## config.mk

```make
export PLATFORM = sky130hd
export DESIGN_NAME = uart_rx_frontend
export DESIGN_NICKNAME = d
export VERILOG_FILES = /design/src/rtl/uart_rx_pkg.sv /design/src/rtl/sync_byte_fifo.sv /design/src/rtl/uart_rx_frontend.sv
export SDC_FILE = /design/constraint.sdc
export NUM_CORES = 1
export LEC_CHECK = 0
export CAP_MARGIN = 20
export CELL_PAD_IN_SITES_DETAIL_PLACEMENT = 1
export CELL_PAD_IN_SITES_GLOBAL_PLACEMENT = 2
export CORE_ASPECT_RATIO = 1.75
export CORE_MARGIN = 2
export CORE_UTILIZATION = 44
export CTS_CLUSTER_SIZE = 25
export DETAILED_ROUTE_END_ITERATION = 7
export PLACE_DENSITY = 0.8
export SYNTH_ARGS = -nofsm -noshare
export SYNTH_HDL_FRONTEND = slang
export SYNTH_SLANG_ARGS = --single-unit
```

## constraint.sdc

```tcl
create_clock -name sysclk -period 2.89 [get_ports sysclk]
set_input_delay 0.289 -clock sysclk [delete_from_list [all_inputs] [get_ports sysclk]]
set_output_delay 0.289 -clock sysclk [all_outputs]
set_load 0.1 [all_outputs]
```

## src/rtl/uart_rx_pkg.sv

```systemverilog
// Shared types and constants for the UART receive front end.
// ST_PARITY exists only when UART_RX_PARITY_EN is defined.
package uart_rx_pkg;

    typedef enum logic [2:0] {
        ST_IDLE,
        ST_START,
        ST_DATA,
`ifdef UART_RX_PARITY_EN
        ST_PARITY,
`endif
        ST_STOP,
        ST_WAIT_HIGH
    } uart_rx_state_t;

    localparam int         OVS_RATE  = 16;
    localparam logic [3:0] SMP_A     = 4'd7;
    localparam logic [3:0] SMP_B     = 4'd8;
    localparam logic [3:0] SMP_C     = 4'd9;
    localparam logic [3:0] BIT_END   = 4'd15;
    localparam int         DATA_BITS = 8;

    function automatic logic maj3(input logic a, input logic b, input logic c);
        return (a & b) | (a & c) | (b & c);
    endfunction

endpackage

```

## src/rtl/sync_byte_fifo.sv

```systemverilog
// Small synchronous FIFO; pointers carry one extra wrap bit.
// Empty FIFO presents zero on rdata.
module sync_byte_fifo #(
    parameter int DEPTH = 4,
    parameter int WIDTH = 8
) (
    input  logic             clk,
    input  logic             rst_n,
    input  logic             push,
    input  logic [WIDTH-1:0] wdata,
    input  logic             pop,
    output logic [WIDTH-1:0] rdata,
    output logic             full,
    output logic             empty
);

    localparam int AW = (DEPTH > 1) ? $clog2(DEPTH) : 1;

    logic [WIDTH-1:0] mem [DEPTH];
    logic [AW:0]      wptr;
    logic [AW:0]      rptr;
    logic             do_push;
    logic             do_pop;

    assign empty   = (wptr == rptr);
    assign full    = (wptr[AW] != rptr[AW]) &&
                     (wptr[AW-1:0] == rptr[AW-1:0]);
    assign do_pop  = pop && !empty;
    assign do_push = push && (!full || do_pop);
    assign rdata   = empty ? '0 : mem[rptr[AW-1:0]];

    always_ff @(posedge clk) begin
        if (!rst_n) begin
            wptr <= '0;
            rptr <= '0;
        end else begin
            if (do_push) wptr <= wptr + (AW+1)'(1);
            if (do_pop)  rptr <= rptr + (AW+1)'(1);
        end
    end

    always_ff @(posedge clk) begin
        if (do_push) mem[wptr[AW-1:0]] <= wdata;
    end

endmodule

```

## src/rtl/uart_rx_frontend.sv

```systemverilog
// 16x oversampled UART receiver with majority vote and byte FIFO.
// Define UART_RX_PARITY_EN for 8E1 frames with parity checking.
module uart_rx_frontend
    import uart_rx_pkg::*;
#(
    parameter int OVS_DIV    = 68,
    parameter int FIFO_DEPTH = 4
) (
    input  logic       sysclk,
    input  logic       resn,
    input  logic       uart_rx,
    output logic [7:0] rx_tdata,
    output logic       rx_tvalid,
    input  logic       rx_tready,
    output logic       frame_err,
    output logic       overrun_err,
    output logic       parity_err,
    output logic       busy
);

    localparam int DW = (OVS_DIV > 1) ? $clog2(OVS_DIV) : 1;
    localparam logic [DW-1:0] DIV_MAX = DW'(OVS_DIV - 1);

    uart_rx_state_t state_q, state_d;

    logic                 rx_meta, rx_s;
    logic [DW-1:0]        div_q;
    logic [3:0]           s_q;
    logic                 smp_a, smp_b, bit_q;
    logic [DATA_BITS-1:0] shreg;
    logic [2:0]           bit_cnt;
    logic                 tick, smp_dec, bit_end, last_bit, vote;
    logic                 push, pop, frame_bad;
    logic                 fifo_full, fifo_empty;

    always_ff @(posedge sysclk) begin
        if (!resn) begin
            rx_meta <= 1'b1;
            rx_s    <= 1'b1;
        end else begin
            rx_meta <= uart_rx;
            rx_s    <= rx_meta;
        end
    end

    assign tick     = (state_q != ST_IDLE) && (div_q == DIV_MAX);
    assign smp_dec  = tick && (s_q == SMP_C);
    assign bit_end  = tick && (s_q == BIT_END);
    assign last_bit = (bit_cnt == 3'(DATA_BITS - 1));
    assign vote     = maj3(smp_a, smp_b, rx_s);
    assign busy     = (state_q != ST_IDLE);
    assign rx_tvalid = !fifo_empty;
    assign pop      = rx_tvalid && rx_tready;

`ifdef UART_RX_PARITY_EN
    logic par_bad_q, par_fail;
`endif

    always_ff @(posedge sysclk) begin
        if (!resn) state_q <= ST_IDLE;
        else       state_q <= state_d;
    end

    always_comb begin
        state_d   = state_q;
        push      = 1'b0;
        frame_bad = 1'b0;
`ifdef UART_RX_PARITY_EN
        par_fail  = 1'b0;
`endif
        unique case (state_q)
            ST_IDLE: if (!rx_s) state_d = ST_START;
            ST_START: begin
                if (smp_dec && vote) state_d = ST_IDLE;
                else if (bit_end)    state_d = ST_DATA;
            end
            ST_DATA: if (bit_end && last_bit) begin
`ifdef UART_RX_PARITY_EN
                state_d = ST_PARITY;
`else
                state_d = ST_STOP;
`endif
            end
`ifdef UART_RX_PARITY_EN
            ST_PARITY: if (bit_end) state_d = ST_STOP;
`endif
            // Stop decided mid-bit so the next start edge is not missed
            ST_STOP: if (smp_dec) begin
                if (vote) begin
                    state_d = ST_IDLE;
`ifdef UART_RX_PARITY_EN
                    par_fail = par_bad_q;
                    push     = !par_bad_q;
`else
                    push     = 1'b1;
`endif
                end else begin
                    frame_bad = 1'b1;
                    state_d   = ST_WAIT_HIGH;
                end
            end
            ST_WAIT_HIGH: if (rx_s) state_d = ST_IDLE;
            default: state_d = ST_IDLE;
        endcase
    end

    always_ff @(posedge sysclk) begin
        if (!resn) begin
            div_q       <= '0;
            s_q         <= '0;
            smp_a       <= 1'b1;
            smp_b       <= 1'b1;
            bit_q       <= 1'b1;
            shreg       <= '0;
            bit_cnt     <= '0;
            frame_err   <= 1'b0;
            overrun_err <= 1'b0;
        end else begin
            // Divider idles at zero so the bit grid starts at the edge
            if (state_q == ST_IDLE) begin
                div_q   <= '0;
                s_q     <= '0;
                bit_cnt <= '0;
            end else if (tick) begin
                div_q <= '0;
                s_q   <= s_q + 4'd1;
            end else begin
                div_q <= div_q + DW'(1);
            end
            if (tick && s_q == SMP_A) smp_a <= rx_s;
            if (tick && s_q == SMP_B) smp_b <= rx_s;
            if (smp_dec)              bit_q <= vote;
            if (state_q == ST_DATA && bit_end) begin
                shreg   <= {bit_q, shreg[DATA_BITS-1:1]};
                bit_cnt <= bit_cnt + 3'd1;
            end
            frame_err   <= frame_bad;
            overrun_err <= push && fifo_full && !pop;
        end
    end

`ifdef UART_RX_PARITY_EN
    always_ff @(posedge sysclk) begin
        if (!resn) begin
            par_bad_q  <= 1'b0;
            parity_err <= 1'b0;
        end else begin
            if (state_q == ST_PARITY && bit_end)
                par_bad_q <= bit_q ^ (^shreg);
            parity_err <= par_fail;
        end
    end
`else
    assign parity_err = 1'b0;
`endif

    sync_byte_fifo #(
        .DEPTH (FIFO_DEPTH),
        .WIDTH (8)
    ) u_fifo (
        .clk   (sysclk),
        .rst_n (resn),
        .push  (push),
        .wdata (shreg),
        .pop   (pop),
        .rdata (rx_tdata),
        .full  (fifo_full),
        .empty (fifo_empty)
    );

endmodule

```

==> results.sh, run 1 <==
# flow metrics
export IMPL_reg2reg_to="u_fifo.mem[3][7]"
export IMPL_synthAdderAreaFrac_pct=4.65
export IMPL_mux_share_pct=9.15
export IMPL_yosys_cells=269
export IMPL_ys_sh_simple_pct=18.9
export IMPL_grt_pass1_wl_um=11100
export IMPL_synth_async_reset_ratio_pct=0
export IMPL_seq_share_pct=48.4
export IMPL_p_leak_uw=0.00139
export IMPL_finalCriticalPeriod_ns=2.35
export IMPL_nFillCells=752
export IMPL_root_buffer="clkbuf_16"
export IMPL_drv_cap=0
export IMPL_cts_tree="yes"
export IMPL_status="complete, no violations"
export IMPL_rsz0062_at_grt="false"
export IMPL_place_ws_ns=0.553
export IMPL_synthTopLogicFamily="simple AND/OR/NAND/NOR gates"
export IMPL_worstPathRequired_ns=2.87
export IMPL_vdd_ir_drop_worst_mv=0.322
export IMPL_clk_share_pct=7.73
export IMPL_r2r_setup_slack_ns=0.54
export IMPL_ys_area_mm2=0.00317
export IMPL_antenna_found_initial=0
export IMPL_fin_crit_sh_pct=81.5
export IMPL_endpoint_kind="flip-flop"
export IMPL_top_cell="dfxtp_1"
export IMPL_grt_use_met1_pct=20.0
export IMPL_flop_area_mm2=0.00176
export IMPL_placedInstanceArea_mm2=0.00335
export IMPL_ios=17
export IMPL_drt_iter0_markers=83
export IMPL_cts_sinks=72
export IMPL_largest_reg_flops=32
export IMPL_lay_top_cells="dfxtp_1, edfxtp_1, nor2_1"
export IMPL_top_area_cell="edfxtp_1"
export IMPL_design_area_mm2=0.00364
export IMPL_cp_startpoint="div_q[0]"
export IMPL_ys_seq_share_pct=55.5
export IMPL_hold_end="rx_s"
export IMPL_slowest_stage="and2_1"
export IMPL_layout_setup_ws_ns=0.536
export IMPL_h_tree_depth=3
export IMPL_holdWs_ns=0.415
export IMPL_p_seq_share_pct=49.7
export IMPL_path_cells="ha_1, and4bb_2, nand2_4, nor3_1, and2_1"
export IMPL_layout_area_top_class="flip-flops and latches"
export IMPL_setup_viol=0
export IMPL_core_mm2=0.00708
export IMPL_ys_ff=72
export IMPL_gp_congestion=0.752
export IMPL_grt_busiest_layer="met2"
export IMPL_final_antenna_net_count=0
export IMPL_common_cells="dfxtp_1, edfxtp_1, nor2_1, nand3_1"
export IMPL_cp_arrival_ns=2.34
export IMPL_p_comb_share_pct=1.8
export IMPL_aoi_share_pct=4.65
export IMPL_path_class="flip-flop to flip-flop"
export IMPL_finalSetupTns_ns=0
export IMPL_hold_viol_final=0
export IMPL_worst_path_stages=5
export IMPL_cts_buffer_depth=2
export IMPL_hold_path_class="flip-flop to flip-flop"
export IMPL_max_stage_delay_ns=0.46
export IMPL_syn_nets=284
export IMPL_dp_hpwl_um=4880
export IMPL_hold_buffers=0
export IMPL_grt_ovfl_total=0
export IMPL_num_tap_cells=86
export IMPL_synth_cell_types=46
export IMPL_power_total_uw=2130
export IMPL_routed_top_layer="met4"
export IMPL_comb_power_uw=38.0
export IMPL_max_freq_ghz=0.425
export IMPL_mi_logic_area_mm2=0.00131
export IMPL_row_count=41
export IMPL_r2r_cells=5
export IMPL_cts_resized=0
export IMPL_dp_cells=359
export IMPL_syn_inst=269
export IMPL_comb_cells=174
export IMPL_cts_buffers=9
export IMPL_worstMarginPinSlew_ns=0.560
==> run_1/logic_types.png <==
Scale bar: 20 µm.
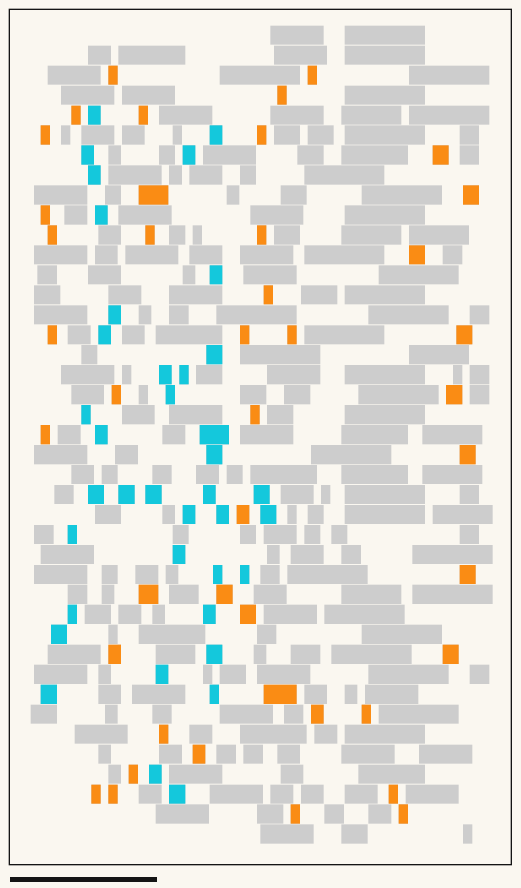
- orange: NOR gates (cells 43; most used nor2_1; where widely spread)
- cyan: NAND gates (cells 38; most used nand3_1)
Comb area share: 36.0%
most numerous logic cell after layout: dfxtp_1
post-route insts no fill: 376

==> run_1/wires.png <==
Scale bar: 20 µm.
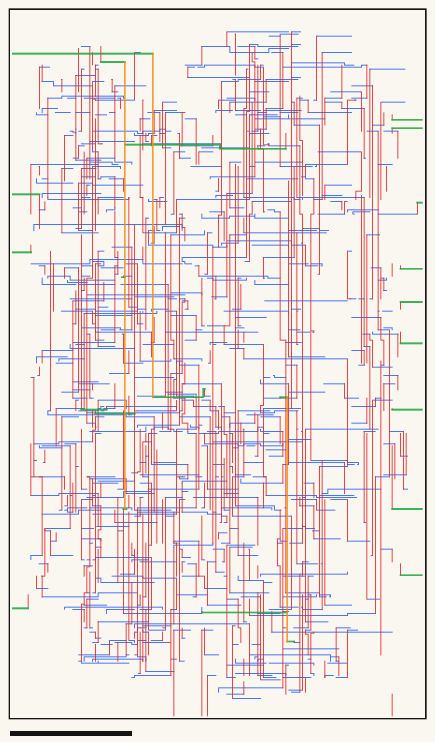
- blue: metal 1 (wire length 2,500 µm)
- orange: metal 4 (wire length 170 µm)
- red: metal 2 (wire length 3,780 µm)
- green: metal 3 (wire length 135 µm)
Global Route Usage Sum: 19.7%
Detailed Route WL: 6590 µm
vias post-DR: 2,039

==> run_1/clk_routes.png <==
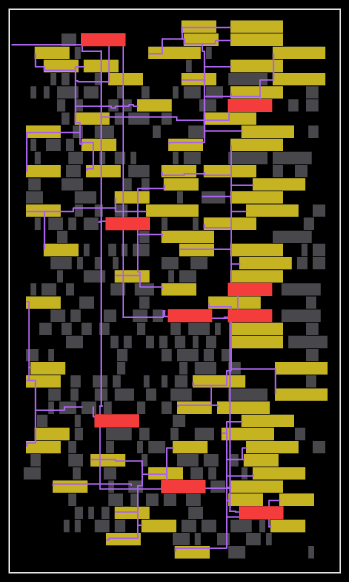
- red: clock drivers (count 9)
- purple: clock wires (length 931 µm)
- yellow: flip-flops (count 72)
- routed clock nets: 10
Skew-Pair Late Insertion Delay: 0.34 ns
post-route clock skew: 0.00931 ns
share of power burned in the clock network: 48.5%
clock network power: 1030 µW

==> run_1/cell_density.png <==
The die is cut into 7 by 12 equal tiles; dark blue is low, red is high, 0 to 100% covered.
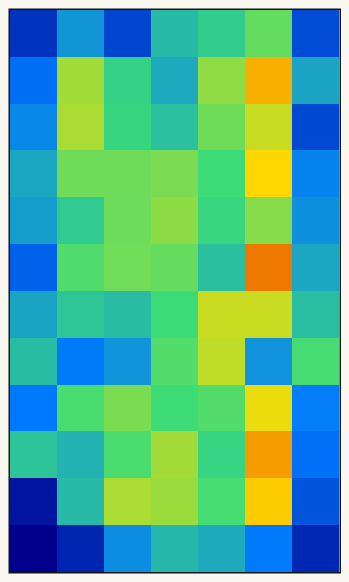

--- run 2 (diff from run 1) ---
--- a/config.mk
+++ b/config.mk
@@ -10,10 +10,10 @@
 export CELL_PAD_IN_SITES_GLOBAL_PLACEMENT = 2
 export CORE_ASPECT_RATIO = 1.75
 export CORE_MARGIN = 2
-export CORE_UTILIZATION = 44
+export CORE_UTILIZATION = 36
 export CTS_CLUSTER_SIZE = 25
 export DETAILED_ROUTE_END_ITERATION = 7
-export PLACE_DENSITY = 0.8
+export PLACE_DENSITY = 0.7
 export SYNTH_ARGS = -nofsm -noshare
 export SYNTH_HDL_FRONTEND = slang
 export SYNTH_SLANG_ARGS = --single-unit
==> constraint.sdc (replaced) <==
create_clock -name sysclk -period 1.9 [get_ports sysclk]
set_input_delay 0.19 -clock sysclk [delete_from_list [all_inputs] [get_ports sysclk]]
set_output_delay 0.19 -clock sysclk [all_outputs]
set_load 0.1 [all_outputs]
==> run_2/cell_density.png <==
The die is cut into 7 by 13 equal tiles; dark blue is low, red is high, 0 to 100% covered.
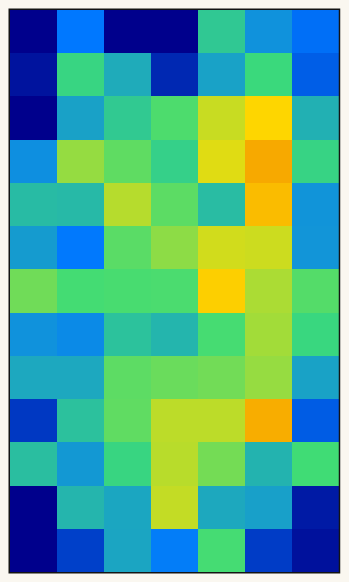
- tiles over 75% full: 5.5%
- mean over tiles: 42%
- fullest tile: 81%
- nearly empty tiles: 6.6%
core region area: 0.00861 mm²
Core Util, Final: 48.6%
fp util: 36.8%

==> run_2/wires.png <==
Scale bar: 20 µm.
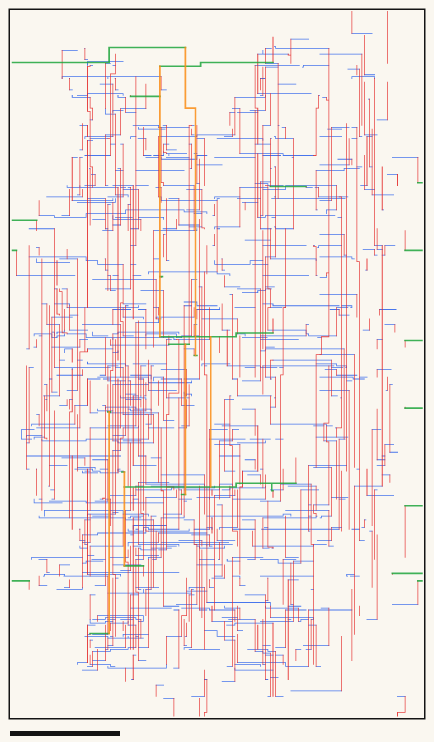
- orange: metal 4 (wire length 218 µm)
- red: metal 2 (wire length 3,980 µm)
- green: metal 3 (wire length 161 µm)
- blue: metal 1 (wire length 2,440 µm)
Global Route Usage Sum: 16.0%
Avg WL per Cell: 15.8 µm
Detailed Route WL: 6800 µm
vias post-DR: 2,144

==> run 2 against run 1 <==
Total power up 58%. Combinational power up 85%. Synthesized area unchanged. Via count up 5.1%.
==> results.sh, run 2 <==
# flow metrics
export IMPL_num_tap_cells=117
export IMPL_syn_inst=269
export IMPL_grt_pass1_wl_um=11300
export IMPL_setup_viol=0
export IMPL_dp_cells=414
export IMPL_ys_sh_simple_pct=18.9
export IMPL_cts_buffer_depth=2
export IMPL_cts_tree="yes"
export IMPL_cts_buffers=9
export IMPL_routed_top_layer="met4"
export IMPL_ys_ff=72
export IMPL_sh_comb_area_pct=33.9
export IMPL_worstPathRequired_ns=1.71
export IMPL_largest_reg_flops=32
export IMPL_synth_cell_types=46
export IMPL_fin_crit_sh_pct=96.9
export IMPL_common_cells="dfxtp_1, edfxtp_1, nor2_1, nand3_1"
export IMPL_mux_share_pct=9.15
export IMPL_p_comb_share_pct=2.1
export IMPL_grt_ovfl_total=0
export IMPL_synth_async_reset_ratio_pct=0
export IMPL_stdcell_count=431
export IMPL_final_antenna_net_count=0
export IMPL_comb_power_uw=70.2
export IMPL_hold_viol_final=0
export IMPL_ios=17
export IMPL_h_tree_depth=3
export IMPL_design_area_mm2=0.00419
export IMPL_mi_logic_area_mm2=0.00142
export IMPL_nFillCells=888
export IMPL_fin_skew_ns=0.00684
export IMPL_comb_cells=174
export IMPL_placedInstanceArea_mm2=0.00377
export IMPL_pg_clk_uw=1690
export IMPL_reg2reg_to="state_q[0]"
export IMPL_seq_share_pct=42.3
export IMPL_grt_use_met1_pct=15.4
export IMPL_top_area_cell="edfxtp_1"
export IMPL_ys_seq_share_pct=55.5
export IMPL_antenna_found_initial=0
export IMPL_cts_resized=5
export IMPL_endpoint_kind="primary output"
export IMPL_drv_cap=0
export IMPL_ys_area_mm2=0.00317
export IMPL_hold_buffers=0
export IMPL_path_class="flip-flop to primary output"
export IMPL_row_count=45
export IMPL_finalSetupTns_ns=0
export IMPL_yosys_cells=269
export IMPL_max_stage_delay_ns=0.50
export IMPL_synthTopLogicFamily="simple AND/OR/NAND/NOR gates"
export IMPL_finalCriticalPeriod_ns=1.84
export IMPL_clk_share_pct=7.26
export IMPL_hold_end="rx_s"
export IMPL_p_leak_uw=0.00159
export IMPL_cp_max_fo=8
export IMPL_rsz0062_at_grt="true"
export IMPL_vdd_ir_drop_worst_mv=0.438
export IMPL_drt_iter0_markers=67
export IMPL_top_cell="dfxtp_1"
export IMPL_holdWs_ns=0.409
export IMPL_synthAdderAreaFrac_pct=4.65
export IMPL_max_freq_ghz=0.543
export IMPL_worst_path_stages=4
export IMPL_root_buffer="clkbuf_16"
export IMPL_status="complete, no violations"
export IMPL_r2r_cells=6
export IMPL_place_ws_ns=0.00461
export IMPL_vias_per_cell=4.97
export IMPL_edf_count=32
export IMPL_p_seq_share_pct=47.8
export IMPL_slowest_stage="mux4_2"
export IMPL_gp_congestion=0.769
export IMPL_power_total_uw=3370
export IMPL_dp_hpwl_um=5010
export IMPL_flop_area_mm2=0.00177
export IMPL_pwr_share_clk_pct=50.2
export IMPL_aoi_share_pct=4.65
export IMPL_grt_busiest_layer="met2"
export IMPL_cp_arrival_ns=1.65
export IMPL_lay_top_cells="dfxtp_1, edfxtp_1, nor2_1"
export IMPL_mostFrequentLayoutCell="dfxtp_1"
Power and IR drop assume default switching activity.
